Figure 1. Cell classes on the final placement (run 1).
Bar = 20 um. Fill, decap, tap and diode cells in grey.
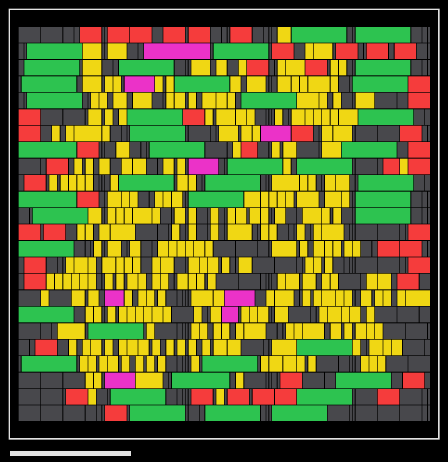
Figure 2. Sequential cells coloured by netlist name (run 1).
Bar = 20 um. Other sequential cells in the stronger grey, the rest of the logic in the fainter grey.
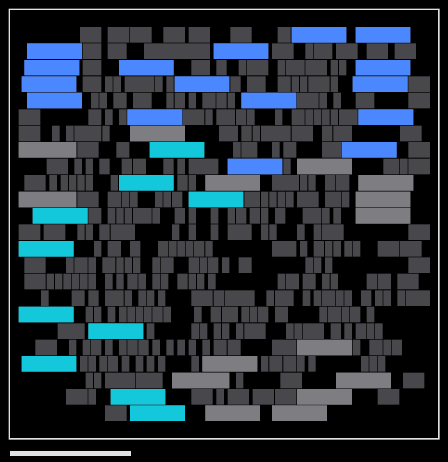
Figure 3. Placement view (run 1).
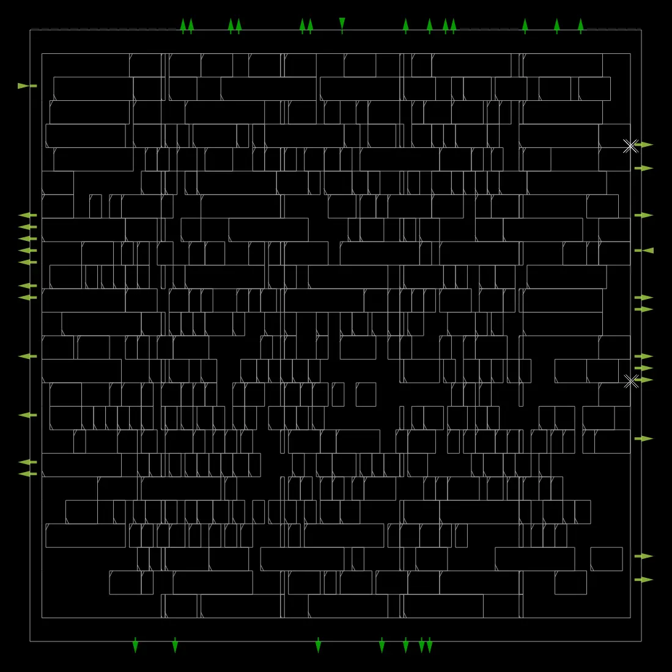
**src/rtl/video_timing_pkg.sv**
```systemverilog
// Shared raster mode constants and helpers for the video timing generator.
package video_timing_pkg;

    typedef struct packed {
        logic [15:0] h_active;
        logic [15:0] h_fp;
        logic [15:0] h_sync;
        logic [15:0] h_bp;
        logic [15:0] v_active;
        logic [15:0] v_fp;
        logic [15:0] v_sync;
        logic [15:0] v_bp;
        logic        hs_pol;
        logic        vs_pol;
        logic [4:0]  cordw;
    } timing_mode_t;

    localparam timing_mode_t MODE_640X480 = '{
        h_active: 16'd640,  h_fp: 16'd16,  h_sync: 16'd96, h_bp: 16'd48,
        v_active: 16'd480,  v_fp: 16'd10,  v_sync: 16'd2,  v_bp: 16'd33,
        hs_pol:   1'b0,     vs_pol: 1'b0,  cordw: 5'd10
    };

    localparam timing_mode_t MODE_1280X720 = '{
        h_active: 16'd1280, h_fp: 16'd110, h_sync: 16'd40, h_bp: 16'd220,
        v_active: 16'd720,  v_fp: 16'd5,   v_sync: 16'd5,  v_bp: 16'd20,
        hs_pol:   1'b1,     vs_pol: 1'b1,  cordw: 5'd11
    };

    localparam int unsigned MAX_DELAY = 15;

    // Total period of one axis (line or frame) in pixels or lines.
    function automatic int unsigned line_total(input int unsigned active,
                                               input int unsigned fp,
                                               input int unsigned sync,
                                               input int unsigned bp);
        return active + fp + sync + bp;
    endfunction

endpackage

```
**src/rtl/sync_delay_line.sv**
```systemverilog
// Enable-gated shift register aligning sync/de with a downstream pixel pipeline.
module sync_delay_line #(
    parameter int unsigned      DEPTH   = 0,
    parameter int unsigned      WIDTH   = 1,
    parameter logic [WIDTH-1:0] RST_VAL = '0
) (
    input  logic             clk,
    input  logic             rst,
    input  logic             en_i,
    input  logic [WIDTH-1:0] d_i,
    output logic [WIDTH-1:0] q_o
);

    if (DEPTH == 0) begin : g_bypass
        logic unused_ctrl;
        assign unused_ctrl = ^{clk, rst, en_i};
        assign q_o = d_i;
    end else begin : g_shift
        logic [WIDTH-1:0] stage_q [DEPTH];

        always_ff @(posedge clk or posedge rst) begin
            if (rst) begin
                for (int unsigned i = 0; i < DEPTH; i++) begin
                    stage_q[i] <= RST_VAL;
                end
            end else if (en_i) begin
                stage_q[0] <= d_i;
                for (int unsigned i = 1; i < DEPTH; i++) begin
                    stage_q[i] <= stage_q[i-1];
                end
            end
        end

        assign q_o = stage_q[DEPTH-1];
    end

endmodule

```
**src/rtl/video_timing_gen.sv**
```systemverilog
// Parametrised raster timing generator: coordinates, sync, data enable,
// line/frame strobes and a completed-frame counter, all driven from flops.
module video_timing_gen
    import video_timing_pkg::*;
#(
    parameter int unsigned H_ACTIVE = MODE_640X480.h_active,
    parameter int unsigned H_FP     = MODE_640X480.h_fp,
    parameter int unsigned H_SYNC   = MODE_640X480.h_sync,
    parameter int unsigned H_BP     = MODE_640X480.h_bp,
    parameter int unsigned V_ACTIVE = MODE_640X480.v_active,
    parameter int unsigned V_FP     = MODE_640X480.v_fp,
    parameter int unsigned V_SYNC   = MODE_640X480.v_sync,
    parameter int unsigned V_BP     = MODE_640X480.v_bp,
    parameter logic        HS_POL   = MODE_640X480.hs_pol,
    parameter logic        VS_POL   = MODE_640X480.vs_pol,
    parameter int unsigned CORDW    = MODE_640X480.cordw,
    parameter int unsigned DELAY    = 0,
    parameter int unsigned FRAME_W  = 16
) (
    input  logic               clk,
    input  logic               rst,
    input  logic               en,
    output logic [CORDW-1:0]   sx,
    output logic [CORDW-1:0]   sy,
    output logic               de_early,
    output logic               hsync,
    output logic               vsync,
    output logic               de,
    output logic               line_start,
    output logic               frame_start,
    output logic [FRAME_W-1:0] frame_cnt
);

    localparam int unsigned H_TOTAL = line_total(H_ACTIVE, H_FP, H_SYNC, H_BP);
    localparam int unsigned V_TOTAL = line_total(V_ACTIVE, V_FP, V_SYNC, V_BP);

    if (64'(H_TOTAL) > (64'd1 << CORDW) || 64'(V_TOTAL) > (64'd1 << CORDW)) begin : g_bad_cordw
        $error("video_timing_gen: H_TOTAL/V_TOTAL do not fit in CORDW bits");
    end
    if (H_FP == 0 || H_SYNC == 0 || H_BP == 0 ||
        V_FP == 0 || V_SYNC == 0 || V_BP == 0) begin : g_bad_porch
        $error("video_timing_gen: porch and sync widths must be non-zero");
    end
    if (DELAY > MAX_DELAY) begin : g_bad_delay
        $error("video_timing_gen: DELAY must be 0..15");
    end

    localparam logic [CORDW-1:0] H_LAST   = CORDW'(H_TOTAL - 1);
    localparam logic [CORDW-1:0] V_LAST   = CORDW'(V_TOTAL - 1);
    localparam logic [CORDW-1:0] H_ACT    = CORDW'(H_ACTIVE);
    localparam logic [CORDW-1:0] V_ACT    = CORDW'(V_ACTIVE);
    localparam logic [CORDW-1:0] HS_START = CORDW'(H_ACTIVE + H_FP);
    localparam logic [CORDW-1:0] HS_END   = CORDW'(H_ACTIVE + H_FP + H_SYNC);
    localparam logic [CORDW-1:0] VS_START = CORDW'(V_ACTIVE + V_FP);
    localparam logic [CORDW-1:0] VS_END   = CORDW'(V_ACTIVE + V_FP + V_SYNC);

    logic [CORDW-1:0]   sx_q, sx_d;
    logic [CORDW-1:0]   sy_q, sy_d;
    logic [FRAME_W-1:0] frame_cnt_q, frame_cnt_d;
    logic               de_early_q, de_early_d;
    logic               hs_q, hs_d;
    logic               vs_q, vs_d;
    logic               line_start_q, line_start_d;
    logic               frame_start_q, frame_start_d;
    logic [2:0]         sync_q;

    // Sync/de flags are derived from the next coordinates so they sit in the
    // same cycle as the coordinates they describe.
    always_comb begin
        sx_d        = sx_q;
        sy_d        = sy_q;
        frame_cnt_d = frame_cnt_q;
        if (en) begin
            if (sx_q == H_LAST) begin
                sx_d = '0;
                if (sy_q == V_LAST) begin
                    sy_d        = '0;
                    frame_cnt_d = frame_cnt_q + FRAME_W'(1);
                end else begin
                    sy_d = sy_q + CORDW'(1);
                end
            end else begin
                sx_d = sx_q + CORDW'(1);
            end
        end

        de_early_d    = (sx_d < H_ACT) && (sy_d < V_ACT);
        hs_d          = ((sx_d >= HS_START) && (sx_d < HS_END)) ? HS_POL : ~HS_POL;
        vs_d          = ((sy_d >= VS_START) && (sy_d < VS_END)) ? VS_POL : ~VS_POL;
        line_start_d  = en && (sx_d == '0);
        frame_start_d = en && (sx_d == '0) && (sy_d == '0);
    end

    always_ff @(posedge clk or posedge rst) begin
        if (rst) begin
            sx_q          <= '0;
            sy_q          <= '0;
            frame_cnt_q   <= '0;
            de_early_q    <= 1'b1;
            hs_q          <= ~HS_POL;
            vs_q          <= ~VS_POL;
            line_start_q  <= 1'b0;
            frame_start_q <= 1'b0;
        end else begin
            sx_q          <= sx_d;
            sy_q          <= sy_d;
            frame_cnt_q   <= frame_cnt_d;
            de_early_q    <= de_early_d;
            hs_q          <= hs_d;
            vs_q          <= vs_d;
            line_start_q  <= line_start_d;
            frame_start_q <= frame_start_d;
        end
    end

    // With DELAY=0 the line is a pass-through, so de tracks de_early exactly.
    sync_delay_line #(
        .DEPTH  (DELAY),
        .WIDTH  (3),
        .RST_VAL({~HS_POL, ~VS_POL, 1'b0})
    ) u_sync_delay (
        .clk (clk),
        .rst (rst),
        .en_i(en),
        .d_i ({hs_q, vs_q, de_early_q}),
        .q_o (sync_q)
    );

    assign sx          = sx_q;
    assign sy          = sy_q;
    assign frame_cnt   = frame_cnt_q;
    assign de_early    = de_early_q;
    assign line_start  = line_start_q;
    assign frame_start = frame_start_q;
    assign {hsync, vsync, de} = sync_q;

endmodule

```
**config.mk**
```make
export PLATFORM = sky130hd
export DESIGN_NAME = video_timing_gen
export DESIGN_NICKNAME = d
export VERILOG_FILES = /design/src/rtl/video_timing_pkg.sv /design/src/rtl/sync_delay_line.sv /design/src/rtl/video_timing_gen.sv
export SDC_FILE = /design/constraint.sdc
export NUM_CORES = 1
export LEC_CHECK = 0
export ABC_AREA = 1
export ABC_CLOCK_PERIOD_IN_PS = 3800
export CAP_MARGIN = 10
export CORE_UTILIZATION = 53
export CTS_BUF_LIST = sky130_fd_sc_hd__clkbuf_8 sky130_fd_sc_hd__clkbuf_16
export CTS_CLUSTER_DIAMETER = 40
export DETAILED_ROUTE_END_ITERATION = 7
export PLACE_DENSITY_LB_ADDON = 0.12
export SYNTH_ARGS = -nofsm -noshare
export SYNTH_HDL_FRONTEND = slang
export SYNTH_HIERARCHICAL = 1
export SYNTH_SLANG_ARGS = --single-unit
```
**constraint.sdc**
```tcl
create_clock -name clk -period 3.8 [get_ports clk]
set_clock_uncertainty 0.1 [all_clocks]
set_input_delay 0.76 -clock clk [delete_from_list [all_inputs] [get_ports clk]]
set_output_delay 0.76 -clock clk [all_outputs]
set_load 0.005 [all_outputs]
```
==> flow_metrics.py, run 1 <==
# Flow results
metrics = {
    "outcome": {
        "status": "finished, violations left",
        "failed_checks": "design-rule violations",
    },
    "synth": {
        "ys_seq_share_pct": 41.1,
        "syn_nets": 344,
        "async_flop_share_pct": 100,
        "edf_count": 0,
        "synthAoiAreaFrac_pct": 3.55,
        "ys_sh_xor_pct": 5.60,
        "ys_sh_mux_pct": 0,
        "synthAdderAreaFrac_pct": 2.00,
        "yosysTopAreaCell": "dfrtp_1",
        "synth_flops": 41,
        "synth_top_area_share_pct": 38.0,
        "logic_family": "simple AND/OR/NAND/NOR gates",
        "flop_cell": "dfrtp_1",
        "netlist_instances": 337,
        "top_cells_by_count": "nand2_1, inv_1, dfrtp_1",
        "ys_cells": 337,
        "synth_area_um2": 2500,
        "yosys_area_um2": 2500,
        "yosysWarnings": 6,
        "ys_top_cells_by_area": "dfrtp_1, nand2_1, inv_1",
        "synth.most_common_cell": "nand2_1",
        "synth.distinct_cells": 30,
    },
    "sta": {
        "fmax_mhz": 383,
        "hold_viol_final": 0,
        "drv_slew": 0,
        "fin_tns_setup_ns": 0,
        "rsz0062_at_grt": "no",
        "fin_crit_sh_pct": 68.7,
        "period_needed_ns": 2.61,
        "worst_slew_pin_slew_ns": 0.515,
        "setup_viol": 0,
        "relSlewSlack_pct": 65.7,
        "hold-worst-slack_ns": 0.406,
        "setup_ws_ns": 1.19,
    },
    "worst_setup_path": {
        "r2r_cells": 11,
        "critPathSlowestCell": "clkdlybuf4s50_1",
        "cp-end-kind": "flop",
        "cp_top_family": "simple AND/OR/NAND/NOR gates",
        "cp-start-kind": "input port",
        "path_depth": 11,
        "crit_required_ns": 3.93,
        "critPathMaxFanout": 11,
        "arrival_ns": 2.75,
        "worstSetupPathType": "in -> reg",
        "cp.buffers_inverters": 2,
        "crit_chain": "clkdlybuf4s50_1 > nand2_2 > nor2_4 > nand2_2 > nor2_2 > inv_2 > nand2_2 > nor2_4 > nor2_1 > nand3_1 > nor2_2",
        "cpMostUsedCell": "nand2_2",
        "critical_path.max_stage_delay_ns": 0.61,
    },
    "grt": {
        "grt_start_max_net_pins": 42,
        "top_usage_layer": "met2",
        "gr-usage-met3_pct": 5.70,
        "met1_usage_pct": 34.9,
        "grt_pass1_wl_mm": 9.81,
        "antenna_found_initial": 0,
        "overflow": 0,
        "use_met2_pct": 39.5,
        "grtUsageTotal_pct": 25.3,
        "grt_pass1_vias": 2096,
    },
    "die": {
        "chipArea_um2": 5000,
        "io_pins": 45,
        "fp_util_pct": 56.3,
        "die_x_um": 70.7,
        "rows": 24,
        "die_h_um": 70.7,
    },
    "clock_network": {
        "cts_hold_buf": 0,
        "clockBufferDepth": 2,
        "cts_buffers": 5,
        "clkTransAtPathRegs_ns": 0.07,
        "postCtsResizedCells": 0,
        "worstSkewPairLatency_ns": 0.30,
        "cts_tree": "yes",
        "clkSinkCount": 41,
        "clock-root-buffer": "clkbuf_8",
        "htree_levels": 2,
    },
    "finish": {
        "layout.nets": 389,
        "lay_top_cells": "nand2_1, inv_1, clkdlybuf4s50_1, dfrtp_1, nor2_1",
        "lay_top_count": "nand2_1",
        "drive_above_1_share_pct": 11.0,
        "antennaDiodeCount": 0,
        "n_fill_cell": 386,
        "area_delta_synth_final_pct": 23.2,
        "fin_util_pct": 69.4,
        "fin_area_um2": 3080,
    },
    "drt": {
        "drt-wirelength-per-cell_um": 13.3,
        "drcViolationCount": 5,
        "ant_nets": 0,
        "dr.pass1.iters": 6,
        "drt_iter0_drc": 139,
        "vias": 2258,
        "via_per_inst": 5.19,
        "routed_wl_mm": 5.78,
    },
    "worst_hold_path": {
        "hp-class": "reg -> reg",
        "hold_depth": 1,
    },
    "place": {
        "dpl.cell_count": 427,
        "port_buffers": 44,
        "finalWeightedCongestion": 0.972,
        "dp_slack_ns": 0.874,
        "dpl-instance-area_um2": 2970,
        "dp_hpwl_mm": 4.34,
    },
    "pwr": {
        "power_leakage_nw": 1.52,
        "power_density_nw_per_um2": 426,
        "power_mw": 1.31,
        "ir_worst_vdd_v": 0.000289,
    },
    "flow_run": {
        "maxCapViolations": 0,
        "warnings": 27,
    },
}
-- Figure 1 (at the start) --
- magenta: clock drivers and dummy loads (cells 8; share of their area 3.8%)
- red: other buffers and delay cells (cells 46; share of their area 15%)
- green: flops (cells 41; share of their area 34%)
- yellow: all other logic (cells 288; share of their area 47%)

-- Figure 2 (at the start) --
- cyan: sy (sequential cells 10)
- blue: frame_cnt (sequential cells 16)
- not coloured: 15

-- Figure 3 (at the start) --
post-route insts no fill: 435
core area: 4440 um2

## run 1: cell families (layout without fill, tap and decap cells)
group / Yosys count / after routing
AND/OR/NAND/NOR: 193 / 193
adder cells (fa/ha/maj): 4 / 4
XOR/XNOR: 16 / 16
flip-flops: 41 / 41
AND-OR/OR-AND: 15 / 15
buffers and inverters: 68 / 114
## run 1: where the power goes
part	internal, mW	switching, mW
combinational	0.168	0.210
clock	0.197	0.162
sequential	0.490	0.0859
total	0.855	0.459
## run 1: layer usage
| metal | routed length, um | part of all wire, % |
|---|---|---|
| met4 | 109 | 1.9 |
| met1 | 2650 | 46 |
| met3 | 388 | 6.7 |
| met5 | 0 | 0 |
| met2 | 2630 | 46 |
## run 1: worst reg2reg max path: cells and delay by family (launching register included)
kind	cells	cell delay (ns)
AND/OR/NAND/NOR	9	1.26
flip-flops	1	0.42
adder cells (fa/ha/maj)	1	0.24
buffers and inverters	1	0.09
## run 1: path summary, 6_finish.rpt
check,start,to,slack (ns)
min in group asynchronous,rst,sx[2],0.79
worst max-delay path,en,frame_start,1.19
worst min-delay path,frame_cnt[3],frame_cnt[3],0.41
worst max register to register,sx[0],frame_start,1.63
worst min register to register,frame_cnt[3],frame_cnt[3],0.41
max in group asynchronous,rst,de_early,2.43
## run 1: flip-flops by register name, summed over array words and instances, names as in the netlist
name         cells
vs_q             1
de_early         1
frame_cnt       16
line_start       1
sy              10
hs_q             1
frame_start      1
sx              10
## run 1: area by class of cell
type | instances | area, um2 | area share [%]
inverter | 60 | 225 | 7.30
timing repair buffer | 46 | 455 | 14.8
multi-input combinational | 228 | 1190 | 38.7
clock inverter | 3 | 46.3 | 1.50
sequential | 41 | 1030 | 33.4
clock buffer | 5 | 68.8 | 2.23
tap | 52 | 65.1 | 2.11
==> inputs of run 2 (changes only) <==
--- a/config.mk
+++ b/config.mk
@@ -6,9 +6,9 @@
 export NUM_CORES = 1
 export LEC_CHECK = 0
 export ABC_AREA = 1
-export ABC_CLOCK_PERIOD_IN_PS = 3800
+export ABC_CLOCK_PERIOD_IN_PS = 2300
 export CAP_MARGIN = 10
-export CORE_UTILIZATION = 53
+export CORE_UTILIZATION = 48
 export CTS_BUF_LIST = sky130_fd_sc_hd__clkbuf_8 sky130_fd_sc_hd__clkbuf_16
 export CTS_CLUSTER_DIAMETER = 40
 export DETAILED_ROUTE_END_ITERATION = 7
==> constraint.sdc (replaced) <==
create_clock -name clk -period 2.3 [get_ports clk]
set_clock_uncertainty 0.1 [all_clocks]
set_input_delay 0.46 -clock clk [delete_from_list [all_inputs] [get_ports clk]]
set_output_delay 0.46 -clock clk [all_outputs]
set_load 0.005 [all_outputs]
Figure 4. Placement view (run 2).
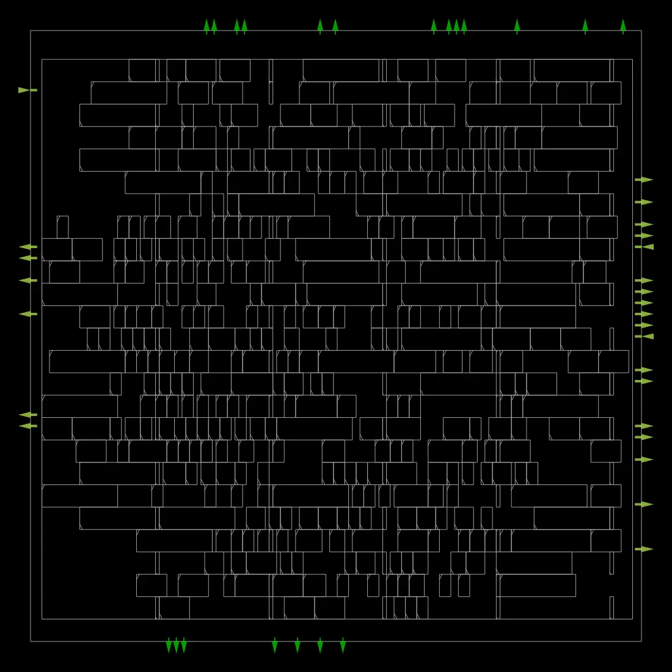
# Taps: 67
post-route insts no fill: 457
Cell Rows: 25
Seq cells: 41

Figure 5. Sequential cells coloured by netlist name (run 2).
Bar = 20 um. Other sequential cells in the stronger grey, the rest of the logic in the fainter grey.
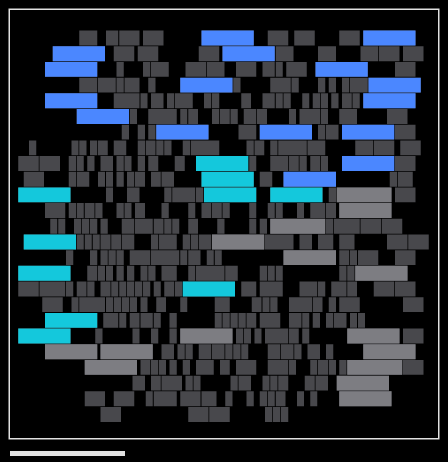
- cyan: sy (sequential cells 10)
- blue: frame_cnt (sequential cells 16)

Figure 6. Metal layers overlaid (run 2).
Bar = 20 um.
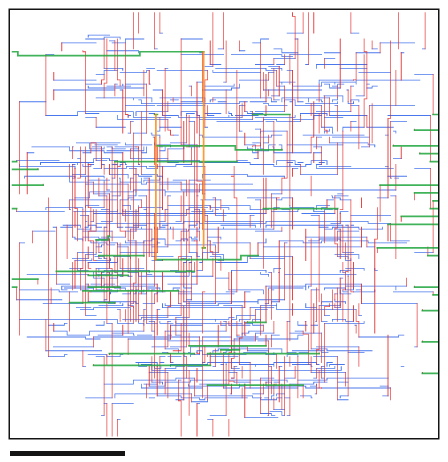
- orange: met4 (wire length 59.2 um)
- blue: met1 (wire length 2850 um)
- green: met3 (wire length 365 um)
- red: met2 (wire length 2380 um)

==> flow_metrics.py, run 2 <==
# Flow results
metrics = {
    "synth": {
        "yosysWarnings": 6,
        "ys_top_cells_by_area": "dfrtp_1, nand2_1, inv_1",
        "synth.distinct_cells": 30,
        "top_cells_by_count": "nand2_1, inv_1, dfrtp_1",
        "syn_nets": 344,
        "ys_seq_share_pct": 41.1,
        "async_flop_share_pct": 100,
        "flop_cell": "dfrtp_1",
        "yosysTopAreaCell": "dfrtp_1",
        "ys_cells": 337,
        "netlist_instances": 337,
        "synth_top_area_share_pct": 38.0,
        "yosys_area_um2": 2500,
        "synth.most_common_cell": "nand2_1",
        "edf_count": 0,
        "synth_area_um2": 2500,
    },
    "pwr": {
        "p_comb_mw": 0.651,
        "p_seq_share_pct": 45.2,
        "power_leader": "registers",
        "clockPowerShare_pct": 23.7,
        "ir_worst_vdd_v": 0.000465,
        "pg_clk_mw": 0.496,
        "p_sw_share_pct": 35.8,
        "power_density_nw_per_um2": 667,
        "power_leakage_nw": 1.55,
        "seq-power_mw": 0.946,
        "p_int_mw": 1.34,
        "power_frac_comb_pct": 31.1,
        "switchingPower_mw": 0.749,
    },
    "drt": {
        "drt-wirelength-per-cell_um": 12.4,
        "drcViolationCount": 0,
        "vias": 2224,
        "highest_layer": "met4",
        "wl_met2_mm": 2.38,
        "met3WireLength_um": 365,
        "drt_iter0_drc": 128,
        "met1_length_mm": 2.85,
        "routed_wl_mm": 5.65,
        "via_per_inst": 4.87,
        "dr.pass1.iters": 4,
    },
    "grt": {
        "grt_pass1_wl_mm": 9.27,
        "grtUsageTotal_pct": 22.4,
        "use_met2_pct": 33.1,
        "met1_usage_pct": 33.5,
        "top_usage_layer": "met1",
        "grt_start_max_net_pins": 42,
        "grt_pass1_vias": 2032,
        "antenna_found_initial": 0,
        "gr-usage-met3_pct": 4.61,
    },
    "worst_setup_path": {
        "crit_required_ns": 2.38,
        "crit_chain": "inv_1 > ha_1 > nand2_1 > nor2_1 > nand3_1 > nor2_2 > nand2_1 > nor3_2 > nand3_1 > xnor2_1",
        "critical_path.max_stage_delay_ns": 0.43,
        "critPathMaxFanout": 5,
        "cp-end-kind": "flop",
        "cp_top_family": "simple AND/OR/NAND/NOR gates",
        "cp.buffers_inverters": 1,
        "path_depth": 10,
        "arrival_ns": 2.18,
        "worstSetupPathType": "reg -> reg",
        "critPathSlowestCell": "dfrtp_1",
        "r2r_cells": 10,
    },
    "sta": {
        "fin_crit_sh_pct": 91.1,
        "worst_slew_pin_slew_ns": 0.507,
        "hold_viol_final": 0,
        "fmax_mhz": 477,
        "fin_tns_setup_ns": 0,
        "rsz0062_at_grt": "no",
        "relSlewSlack_pct": 66.2,
        "setup_viol": 0,
        "drv_slew": 0,
    },
    "finish": {
        "area_delta_synth_final_pct": 25.4,
        "largest_register_ffs": 16,
        "drive_above_1_share_pct": 12.8,
        "lay_top_count": "nand2_1",
        "lay_top_cells": "nand2_1, inv_1, clkdlybuf4s50_1, dfrtp_1, nor2_1",
        "antennaDiodeCount": 0,
        "layout.nets": 396,
    },
    "clock_network": {
        "cts_tree": "yes",
        "clkSinkCount": 41,
        "clkTransAtPathRegs_ns": 0.08,
        "worstSkewPairLatency_ns": 0.29,
        "htree_levels": 2,
        "clockBufferDepth": 2,
        "cts_buffers": 5,
    },
    "place": {
        "port_buffers": 44,
        "dp_hpwl_mm": 4.45,
        "dpl.cell_count": 449,
        "finalWeightedCongestion": 0.954,
    },
    "worst_hold_path": {
        "hold_depth": 1,
        "hp-class": "reg -> reg",
    },
    "flow_run": {
        "warnings": 27,
        "maxCapViolations": 0,
    },
    "die": {
        "chipArea_um2": 5510,
        "die_x_um": 74.2,
        "io_pins": 45,
        "fp.coreArea_um2": 4880,
        "fp_util_pct": 51.3,
        "die_h_um": 74.2,
    },
    "outcome": {
        "status": "finished, final reports clean",
    },
}
## run 2: final cells by class
| type | count | area, um2 |
|---|---|---|
| repair buffers | 53 | 508 |
| well taps | 67 | 83.8 |
| fillers | 435 | 1740 |
| flip-flops and latches | 41 | 1030 |
| clock buffers | 6 | 82.6 |
| clock inverters | 2 | 13.8 |
| inverters | 60 | 225 |
| multi-input cells | 228 | 1200 |
## run 2: final timing paths
check / from / end / slack, ns
worst max-delay path: sy[0] / frame_cnt[13] / 0.20
min in group asynchronous: rst / frame_cnt[15] / 0.51
worst min-delay path: frame_cnt[3] / frame_cnt[3] / 0.41
max in group asynchronous: rst / vs_q / 1.23
worst min register to register: frame_cnt[3] / frame_cnt[3] / 0.41
worst max register to register: sy[0] / frame_cnt[13] / 0.20
## run 2: through the flow
step	worst slack (ns)	hold WS, ns	utilization (%)	cell area, um2	total power [mW]
final	0.204	0.406	64.3	3140	2.09
after global routing	0.0280	0.435	64.3	3140	2.23
after CTS	0.162	0.410	64.3	3140	2.10
after detailed placement	0.00470	0.394	62.3	3040	1.60
after global placement	0.0210	0.387	62.3	3040	1.59
after floorplan	0.499	0.388	-	2500	1.31
## run 2: kinds of logic (layout without fill, tap and decap cells)
kind of cell / count (synthesis) / in the layout / share of synthesized area (%)
flip-flops: 41 / 41 / 41.1
AND/OR/NAND/NOR: 193 / 193 / 36.5
buffers and inverters: 68 / 121 / 11.2
adder cells (fa/ha/maj): 4 / 4 / 2.00
AND-OR/OR-AND: 15 / 15 / 3.55
XOR/XNOR: 16 / 16 / 5.60
## run 2: what timing repair did
action,in CTS,in global routing
hold endpoints to repair,0,0
endpoints found under the setup margin,0,1
hold buffers,0,0
gates resized,0,1
Power is estimated from default activity; no workload was simulated.
